<file path="src/rtl/culsans_pkg.sv">
// culsans_pkg -- shared types for the exit monitor.
//   exit_word_t : one hart's 32-bit exit word, {code[30:0], exited}
//   state_e     : monitor FSM states (RUN / DONE / TIMEOUT)
package culsans_pkg;

  typedef struct packed {
    logic [30:0] code;
    logic        exited;
  } exit_word_t;

  typedef enum logic [1:0] {
    RUN     = 2'd0,
    DONE    = 2'd1,
    TIMEOUT = 2'd2
  } state_e;

endpackage

</file>
<file path="src/rtl/culsans_exit_capture.sv">
// culsans_exit_capture -- per-hart sticky exit flag and return-code register.
// Ports:
//   clk_i, rst_i  clock, asynchronous active-high reset
//   clear_i       synchronous re-arm; wins over a same-cycle capture
//   arm_i         capture allowed this cycle (monitor running, hart monitored)
//   exit_i        hart's exit word
//   capture_o     this edge latches the hart's exit (combinational)
//   exited_o      sticky exited flag
//   code_o        return code latched with the flag
module culsans_exit_capture
  import culsans_pkg::*;
(
  input  logic        clk_i,
  input  logic        rst_i,
  input  logic        clear_i,
  input  logic        arm_i,
  input  exit_word_t  exit_i,
  output logic        capture_o,
  output logic        exited_o,
  output logic [30:0] code_o
);

  // Only the first exit is taken; later changes to the word are ignored
  // until the next clear.
  assign capture_o = arm_i && exit_i.exited && !exited_o && !clear_i;

  always_ff @(posedge clk_i or posedge rst_i) begin
    if (rst_i) begin
      exited_o <= 1'b0;
      code_o   <= '0;
    end else if (clear_i) begin
      exited_o <= 1'b0;
      code_o   <= '0;
    end else if (capture_o) begin
      exited_o <= 1'b1;
      code_o   <= exit_i.code;
    end
  end

endmodule

</file>
<file path="src/rtl/culsans_exit_monitor.sv">
// culsans_exit_monitor -- watches NumHarts exit words and reports when the
// run has finished, whether it passed, and the first failing hart/code.
// Optional watchdog: define CULSANS_EXIT_WDT_EN to enable a TimeoutCycles
// cycle limit on the RUN state; otherwise TIMEOUT is unreachable.
// Ports:
//   clk_i, rst_i  clock, asynchronous active-high reset
//   exit_i        per-hart exit word, bit0 = exited, [31:1] = return code
//   hart_mask_i   1 = hart monitored, 0 = treated as exited with code 0
//   clear_i       synchronous re-arm pulse
//   exited_o      sticky per-hart exit flags
//   done_o        run finished (all exited, or timeout)
//   pass_o        finished with every captured code zero and no timeout
//   fail_hart_o   index of first failing hart
//   code_o        return code of first failing hart, 0 if none
//   timeout_o     watchdog expired
module culsans_exit_monitor
  import culsans_pkg::*;
#(
  parameter  int NumHarts      = 2,
  parameter  int TimeoutCycles = 1_000_000,
  localparam int HartIdxW      = (NumHarts > 1) ? $clog2(NumHarts) : 1
) (
  input  logic                     clk_i,
  input  logic                     rst_i,
  input  logic [NumHarts-1:0][31:0] exit_i,
  input  logic [NumHarts-1:0]      hart_mask_i,
  input  logic                     clear_i,
  output logic [NumHarts-1:0]      exited_o,
  output logic                     done_o,
  output logic                     pass_o,
  output logic [HartIdxW-1:0]      fail_hart_o,
  output logic [30:0]              code_o,
  output logic                     timeout_o
);

  if (NumHarts < 1 || NumHarts > 16 || TimeoutCycles < 2) begin : g_bad_params
    $error("culsans_exit_monitor: parameter out of range");
  end

  state_e                     state_reg;
  logic                       run;
  logic [NumHarts-1:0]        exited;
  logic [NumHarts-1:0]        capture;
  logic [NumHarts-1:0][30:0]  hart_code;
  logic                       all_done;
  logic                       new_fail;
  logic [HartIdxW-1:0]        new_idx;
  logic                       fail_seen_reg;
  logic [HartIdxW-1:0]        fail_idx_reg;
  logic                       done_reg, pass_reg, timeout_reg;
  logic                       wdt_fire;

  assign run = (state_reg == RUN);

  for (genvar gi = 0; gi < NumHarts; gi++) begin : g_cap
    culsans_exit_capture u_cap (
      .clk_i     (clk_i),
      .rst_i     (rst_i),
      .clear_i   (clear_i),
      .arm_i     (run && hart_mask_i[gi]),
      .exit_i    (exit_word_t'(exit_i[gi])),
      .capture_o (capture[gi]),
      .exited_o  (exited[gi]),
      .code_o    (hart_code[gi])
    );
  end

  // Unmonitored harts count as already exited.
  assign all_done = &(exited | ~hart_mask_i);

  // Lowest-index non-zero capture this cycle (descending scan, last hit wins).
  always_comb begin
    new_fail = 1'b0;
    new_idx  = '0;
    for (int h = NumHarts - 1; h >= 0; h--) begin
      if (capture[h] && (exit_i[h][31:1] != 31'd0)) begin
        new_fail = 1'b1;
        new_idx  = HartIdxW'(h);
      end
    end
  end

`ifdef CULSANS_EXIT_WDT_EN
  localparam int            CntW    = $clog2(TimeoutCycles);
  localparam logic [CntW-1:0] CntLast = CntW'(TimeoutCycles - 1);

  logic [CntW-1:0] cnt_reg;
  logic            all_done_next;

  // A final exit landing on the expiry edge suppresses the timeout; the
  // FSM then moves to DONE on the following edge.
  assign all_done_next = &(exited | capture | ~hart_mask_i);
  assign wdt_fire      = run && (cnt_reg == CntLast) && !all_done_next;

  always_ff @(posedge clk_i or posedge rst_i) begin
    if (rst_i) begin
      cnt_reg <= '0;
    end else if (clear_i) begin
      cnt_reg <= '0;
    end else if (run && (cnt_reg != CntLast)) begin
      cnt_reg <= cnt_reg + 1'b1;
    end
  end
`else
  assign wdt_fire = 1'b0;
`endif

  always_ff @(posedge clk_i or posedge rst_i) begin
    if (rst_i) begin
      state_reg     <= RUN;
      done_reg      <= 1'b0;
      pass_reg      <= 1'b0;
      timeout_reg   <= 1'b0;
      fail_seen_reg <= 1'b0;
      fail_idx_reg  <= '0;
    end else if (clear_i) begin
      state_reg     <= RUN;
      done_reg      <= 1'b0;
      pass_reg      <= 1'b0;
      timeout_reg   <= 1'b0;
      fail_seen_reg <= 1'b0;
      fail_idx_reg  <= '0;
    end else begin
      case (state_reg)
        RUN: begin
          if (!fail_seen_reg && new_fail) begin
            fail_seen_reg <= 1'b1;
            fail_idx_reg  <= new_idx;
          end
          // With all harts already exited no capture can happen this edge,
          // so fail_seen_reg is final here.
          if (all_done) begin
            state_reg <= DONE;
            done_reg  <= 1'b1;
            pass_reg  <= !fail_seen_reg;
          end else if (wdt_fire) begin
            state_reg   <= TIMEOUT;
            done_reg    <= 1'b1;
            timeout_reg <= 1'b1;
          end
        end
        DONE, TIMEOUT: ;
        default: state_reg <= RUN;
      endcase
    end
  end

  assign exited_o    = exited;
  assign done_o      = done_reg;
  assign pass_o      = pass_reg;
  assign timeout_o   = timeout_reg;
  assign fail_hart_o = fail_idx_reg;
  // The per-hart code registers are sticky, so the first failure's code is
  // read back through the latched index.
  assign code_o      = fail_seen_reg ? hart_code[fail_idx_reg] : 31'd0;

endmodule

</file>
<file path="config.mk">
export PLATFORM = sky130hd
export DESIGN_NAME = culsans_exit_monitor
export DESIGN_NICKNAME = d
export VERILOG_FILES = /design/src/rtl/culsans_pkg.sv /design/src/rtl/culsans_exit_capture.sv /design/src/rtl/culsans_exit_monitor.sv
export SDC_FILE = /design/constraint.sdc
export NUM_CORES = 1
export LEC_CHECK = 0
export CORE_MARGIN = 5
export CORE_UTILIZATION = 45
export CTS_CLUSTER_DIAMETER = 30
export DETAILED_ROUTE_END_ITERATION = 8
export GPL_ROUTABILITY_DRIVEN = 0
export GPL_TIMING_DRIVEN = 0
export PLACE_DENSITY = 0.78
export RECOVER_POWER = 100
export SETUP_SLACK_MARGIN = 0.1
export SYNTH_ARGS = -nofsm -noshare
export SYNTH_HDL_FRONTEND = slang
export SYNTH_SLANG_ARGS = --single-unit
</file>
<file path="constraint.sdc">
create_clock -name clk_i -period 3.4 [get_ports clk_i]
set_input_delay 0.68 -clock clk_i [delete_from_list [all_inputs] [get_ports clk_i]]
set_output_delay 0.68 -clock clk_i [all_outputs]
set_load 0.1 [all_outputs]
</file>
==> results.env, run 1 <==
RESULT_OF_THE_RUN='completed'
WORST_R2R_ENDPOINT='g_cap[0].u_cap.code_o[8]'
WORST-PATH-MAX-FANOUT=10
FINAL-COMB-AREA_UM2=1580
YOSYS-MUX-AREA-FRACTION_PCT=9.38
BUF_SHARE_PCT=21.7
SEQ_AREA_UM2=1730
NUMBER_OF_MAX_CAP_VIOLATIONS=0
FMAXACHIEVABLE_GHz=0.317
GROUP_WITH_THE_LARGEST_SHARE_OF_POWER='sequential cells'
REGMOSTFLOPS='g_cap.u_cap.code_o'
FP-UTILIZATION_PCT=46.6
FILL_CELL_INSTANCE_COUNT_OF_THE_FINAL_LAYOUT=668
DIE_WIDTH_UM=97.1
FLIP_FLOP_COUNT_OF_THE_LARGEST_REGISTER_AFTER_LAYOUT=62
ADDER_CELL_SHARE_OF_THE_SYNTHESIZED_AREA_PCT=0
TOP_SIGNAL_LAYER_USED='met4'
HOLD_PATH_STARTPOINT='g_cap[1].u_cap.code_o[0]'
TIMING.SLEW.HEADROOM_PCT=5.69
FIN_WS_NS=0.246
MAX_SLEW.WORST_PIN.SLEW_NS=1.41
HP-CLASS='register to register'
SEQ-CELL-SHARE_PCT=37.3
POST-SYNTH-TOP-COUNT-CELL='nand2_1'
ANTENNA_VIOLATIONS_BEFORE_REPAIR=0
CORE-AREA_UM2=7330
PWR.GROUP.COMBINATIONAL_W=0.000576
AREAGROWTHSYNTHTOFINISH_PCT=35.5
BUFFERS=134
LAYOUT.CELLS.MOST_COMMON_LIST='125 x nand2_1, 69 x dfrtp_1, 65 x clkdlybuf4s50_1'
NETLIST.AREA_LEADER.SHARE_PCT=50.6
FIN_NETS=583
DP_WORST_SETUP_SLACK_NS=0.372
CRITPATHREQUIREDTIME_NS=2.72
SETUP_TOTAL_NEGATIVE_SLACK_NS=0
IOS=106
RR_STARTPOINT='g_cap[0].u_cap.exited_o'
TOOL_WARNINGS=26
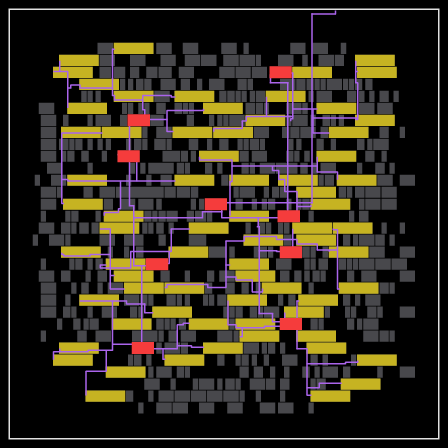
**Above:** run 1 (clock network drawn from the DEF).
legend:
  purple:
    item: clock wires
    length: 869 um
  red:
    item: clock drivers
    count: 9
  yellow:
    item: flip-flops
    count: 69
routed clock nets: 10
insertion delay to the later sink of the worst-skew pair: 0.34 ns
final worst clock skew: 0.00385 ns
share of power burned in the clock network: 30.2%
clock group total power: 0.000645 W

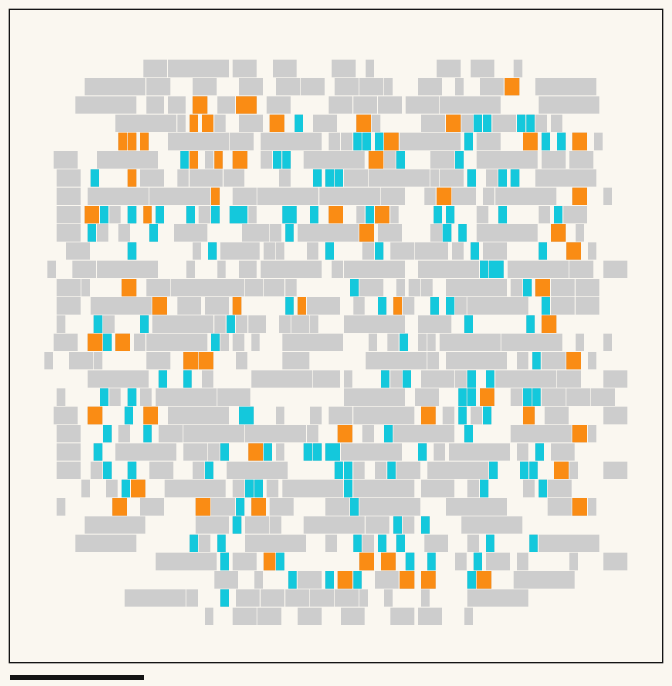
**Above:** run 1 (logic cells by family).
The bar under the picture is 20 um long.
legend:
  cyan:
    family: nand cells
    cells: 130
    most_used: nand2_1
  orange:
    family: nor cells
    cells: 62
    most_used: nor2_2
    where: widely spread
commonest non-fill, non-tap cell in the layout: nand2_1
number of standard cells in the layout, taps in and fillers out: 616
proportion of cell area occupied by multi-input gates: 34.1%

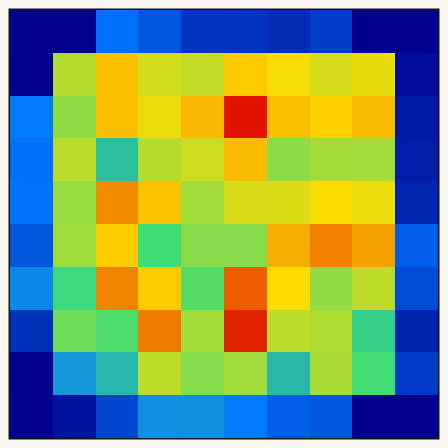
**Above:** run 1 (placement density heat map).
10 x 10 tiles, from dark blue (low) to red (high), 0 to 100% covered.
tiles over 75% full: 20%
fullest tile: 98%
mean over tiles: 48%
densest ninth of the die: middle
nearly empty tiles: 9.0%

==> run 2: changes to the inputs <==
Settings changed: GPL_ROUTABILITY_DRIVEN 0 to not set.
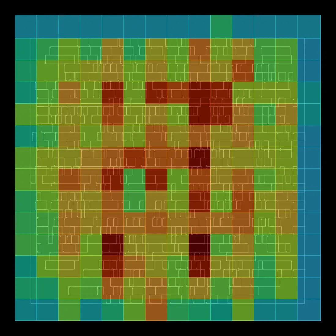
**Above:** run 2 (congestion heat map).
share of the core filled with cells in the final layout: 63.1%
met3 layer usage reported by global route: 4.38%
total global-route track usage: 21.5%

==> run 2 against run 1 <==
- die area unchanged
- total power unchanged
- fmax is the same
- critical path type unchanged
- largest cell class unchanged
- via count unchanged
- critical endpoint unchanged
==> results.env, run 2 <==
SEQ_AREA_UM2=1730  # unchanged
LAYOUT_TOP_CELL='nand2_1'
FLIP_FLOP_COUNT_OF_THE_LARGEST_REGISTER_AFTER_LAYOUT=62  # unchanged
FILL_CELL_INSTANCE_COUNT_OF_THE_FINAL_LAYOUT=668  # unchanged
RESULT_OF_THE_RUN='completed'
COMB_SHARE_PCT=34.1  # unchanged
WORST-PATH-MAX-FANOUT=10  # unchanged
RR_STARTPOINT='g_cap[0].u_cap.exited_o'
POST-SYNTH-TOP-COUNT-CELL='nand2_1'
DIE_WIDTH_UM=97.1  # unchanged
GROUP_WITH_THE_LARGEST_SHARE_OF_POWER='sequential cells'
CLOCK_GROUP_TOTAL_POWER_W=0.000645  # about the same
MAX_SLEW.WORST_PIN.SLEW_NS=1.41  # unchanged
CRITPATHREQUIREDTIME_NS=2.72  # about the same
ADDER_CELL_SHARE_OF_THE_SYNTHESIZED_AREA_PCT=0  # unchanged
PWR.GROUP.COMBINATIONAL_W=0.000576  # about the same
HOLD_PATH_STARTPOINT='g_cap[1].u_cap.code_o[0]'
SETUP_TOTAL_NEGATIVE_SLACK_NS=0  # unchanged
DP_WORST_SETUP_SLACK_NS=0.372  # unchanged
TIMING.SLEW.HEADROOM_PCT=5.69  # unchanged
HP-CLASS='register to register'
BUF_SHARE_PCT=21.7  # unchanged
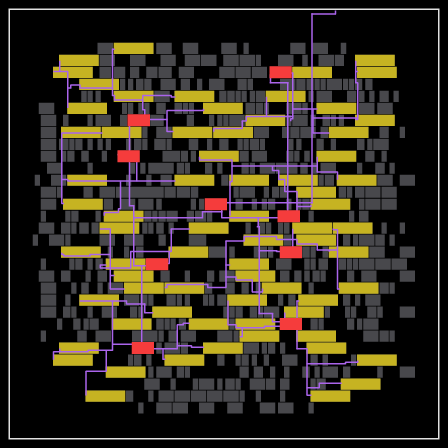
**Above:** run 2 (clock network drawn from the DEF).
legend:
  yellow:
    item: flip-flops
    count: 69
  purple:
    item: clock wires
    length: 869 um
  red:
    item: clock drivers
    count: 9
routed clock nets: 10

Power and IR drop assume default switching activity.
